Design taillight_monitor, sky130hd; sources not shown.
Figure 1. Nets reached from selected ports.
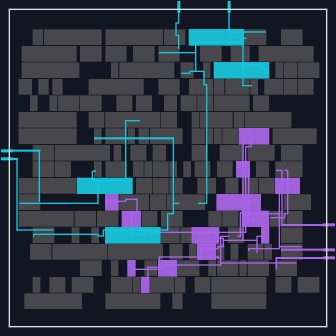
cycles -> cyan  # bits 4, direction output, end cells 4, buffers 4, wire 200 um
lamp_l -> purple  # bits 3, direction input, end cells 16, buffers 7, wire 221 um
boundary pin count: 26
Buffers on Ports: 25

Figure 2. Where the registers sit.
The bar under the picture is 20 um long. Other sequential cells in the stronger grey, the rest of the logic in the fainter grey.
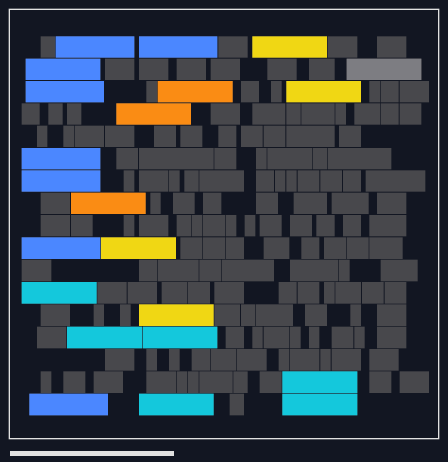
cycles -> yellow  # sequential cells 4
hex -> blue  # sequential cells 8
mode -> orange  # sequential cells 3
prev_q -> cyan  # sequential cells 6
not coloured = 1
Layout Utilization: 76.5%
Reg area: 559 um^2
flip-flop and latch share of the layout cell area: 31.8%
sequential power: 0.000308 W

Figure 3. Cells by drive strength.
The bar under the picture is 20 um long.
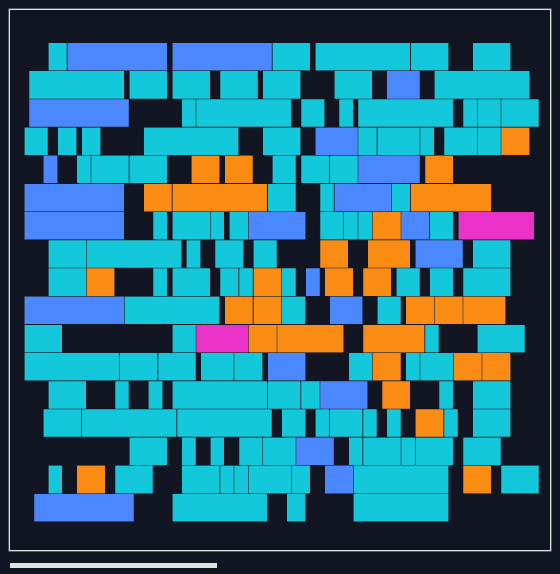
drive 6 and up -> magenta  # cells 2, share 1.2%
drive 1 or less -> cyan  # cells 117, share 69%
drive 3 to 4 -> orange  # cells 29, share 17%
drive 2 -> blue  # cells 21, share 12%
Area Overhead vs Synth: 40.0%
Final WS setup: 0.0963 ns
final design area excluding fillers: 0.00176 mm^2
non-clock buffer instance count of the final layout: 46

Figure 4. Signal wires by layer.
The bar under the picture is 20 um long.
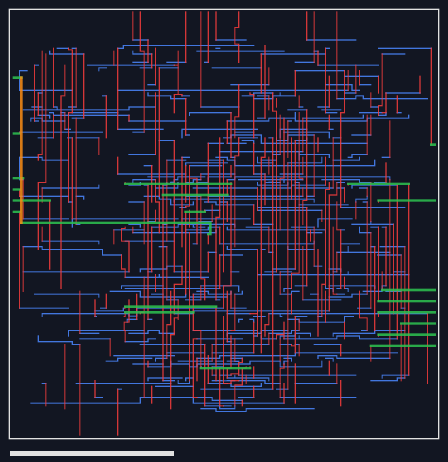
met1 -> blue  # wire length 1,460 um
met2 -> red  # wire length 1,480 um
met4 -> orange  # wire length 17.7 um
met3 -> green  # wire length 135 um
aggregate global-route resource usage: 24.7%
number of vias in the routed layout: 1,095

Figure 5. Clock wiring as the flow saved it.
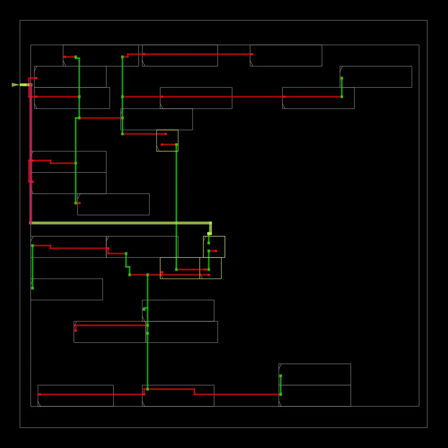
Final Skew: 0.00251 ns
clock buffer count in the final layout: 4
number of buffers created by CTS: 3
Clk. pwr: 0.000160 W
clk ins delay skew pair: 0.30 ns

==> out/qor.csv <==
stage;metric;value;unit
outcome;status;finished clean;
hold_path;timing.hold.worst_path_depth;2;
floorplanning;die_h;52.1;um
grt;grtUsageMet3;3.51;%
hold_path;hold_path_class;reg -> reg;
synth;area_leaders;dfrtp_1, dfstp_2, mux2i_1;
sta;finalCritPeriodShare;96.8;%
placement;dp_hpwl;2.28;mm
sta;final.min_clock_period;2.94;ns
floorplanning;rows;17;
run;max_cap_violations;0;
final_layout;largest_class;multi-input combinational cells;
synth;synthTopCellsByCount;nand2_1, dfrtp_1, nor2_1;
synth;synthesis.area;0.00125;mm^2
synth;synth_simple_gate_area_share;24.1;%
final_layout;layout.nonclk_buf_share;24.2;%
critical_path;r2r_setup_slack;0.81;ns
grt;grt_pass1_wl;4.80;mm
route;antenna_violating_nets_remaining;0;
cts;clkSinkCount;22;
power_and_ir_drop;internal_power;0.000425;W
critical_path;critical_path_peak_fanout;3;
route;wl;3.10;mm
route;post_drt_via_cell_ratio;5.56;
cts;post-cts-setup-buffers;0;
final_layout;fraction_of_layout_cells_with_a_size_suffix_above_1;30.8;%
placement;placed_cells;193;
floorplanning;floorplan.core_util;54.6;%
cts;maximum_count_of_clock_buffers_along_a_single_path;2;
power_and_ir_drop;power_combinational;0.0000960;W
synth;muxShareOfSynthArea;6.58;%
critical_path;critPathMaxStageDelay;0.51;ns
synth;ys.flop_type;dfrtp_1;
synth;syn_nets;136;
critical_path;cp-start-kind;input port;
synth;synth.ff_latch_count;22;
final_layout;combAreaFraction;38.2;%
synth;top_logic_kind;simple AND/OR/NAND/NOR gates;
synth;ys_sh_aoi;15.8;%
grt;grtUsageMet1;34.0;%
power_and_ir_drop;clock_power_share;28.4;%
final_layout;most_instantiated_logic_cells_after_routing;clkdlybuf4s50_1, buf_4, nand2_1, dfrtp_1;
synth;yosys_warnings;6;
synth;synth_chip_area;0.00125;mm^2
route;drcViolationCount;0;
synth;top_area_share;29.9;%
placement;finalWeightedCongestion;0.960;
cts;tritoncts_clock_tree;yes;
cts;htreeDepth;1;
[logic make-up (layout without fill, tap and decap cells)]
kind of cell,after synthesis,in the layout
flops,22,22
simple gates,54,54
other cells,1,1
mux,8,8
compound gates,22,22
xor+xnor,2,2
buf+inv,13,58
fa+ha+maj,2,2
[repair_timing]
| item | CTS | global route |
|---|---|---|
| resized | 0 | 11 |
| hold buffers | 0 | 0 |
| endpoints found under the setup margin | 0 | 2 |
[metal layers]
layer / wire (um) / up-vias / part of all wire, %
met2: 1480 / 29 / 48
met3: 134 / 2 / 4.3
li1: - / 534 / -
met4: 17 / 0 / 0.55
met5: 0 / - / 0
met1: 1460 / 530 / 47
Power figures rest on the tool's default switching activity, not on a simulated workload.
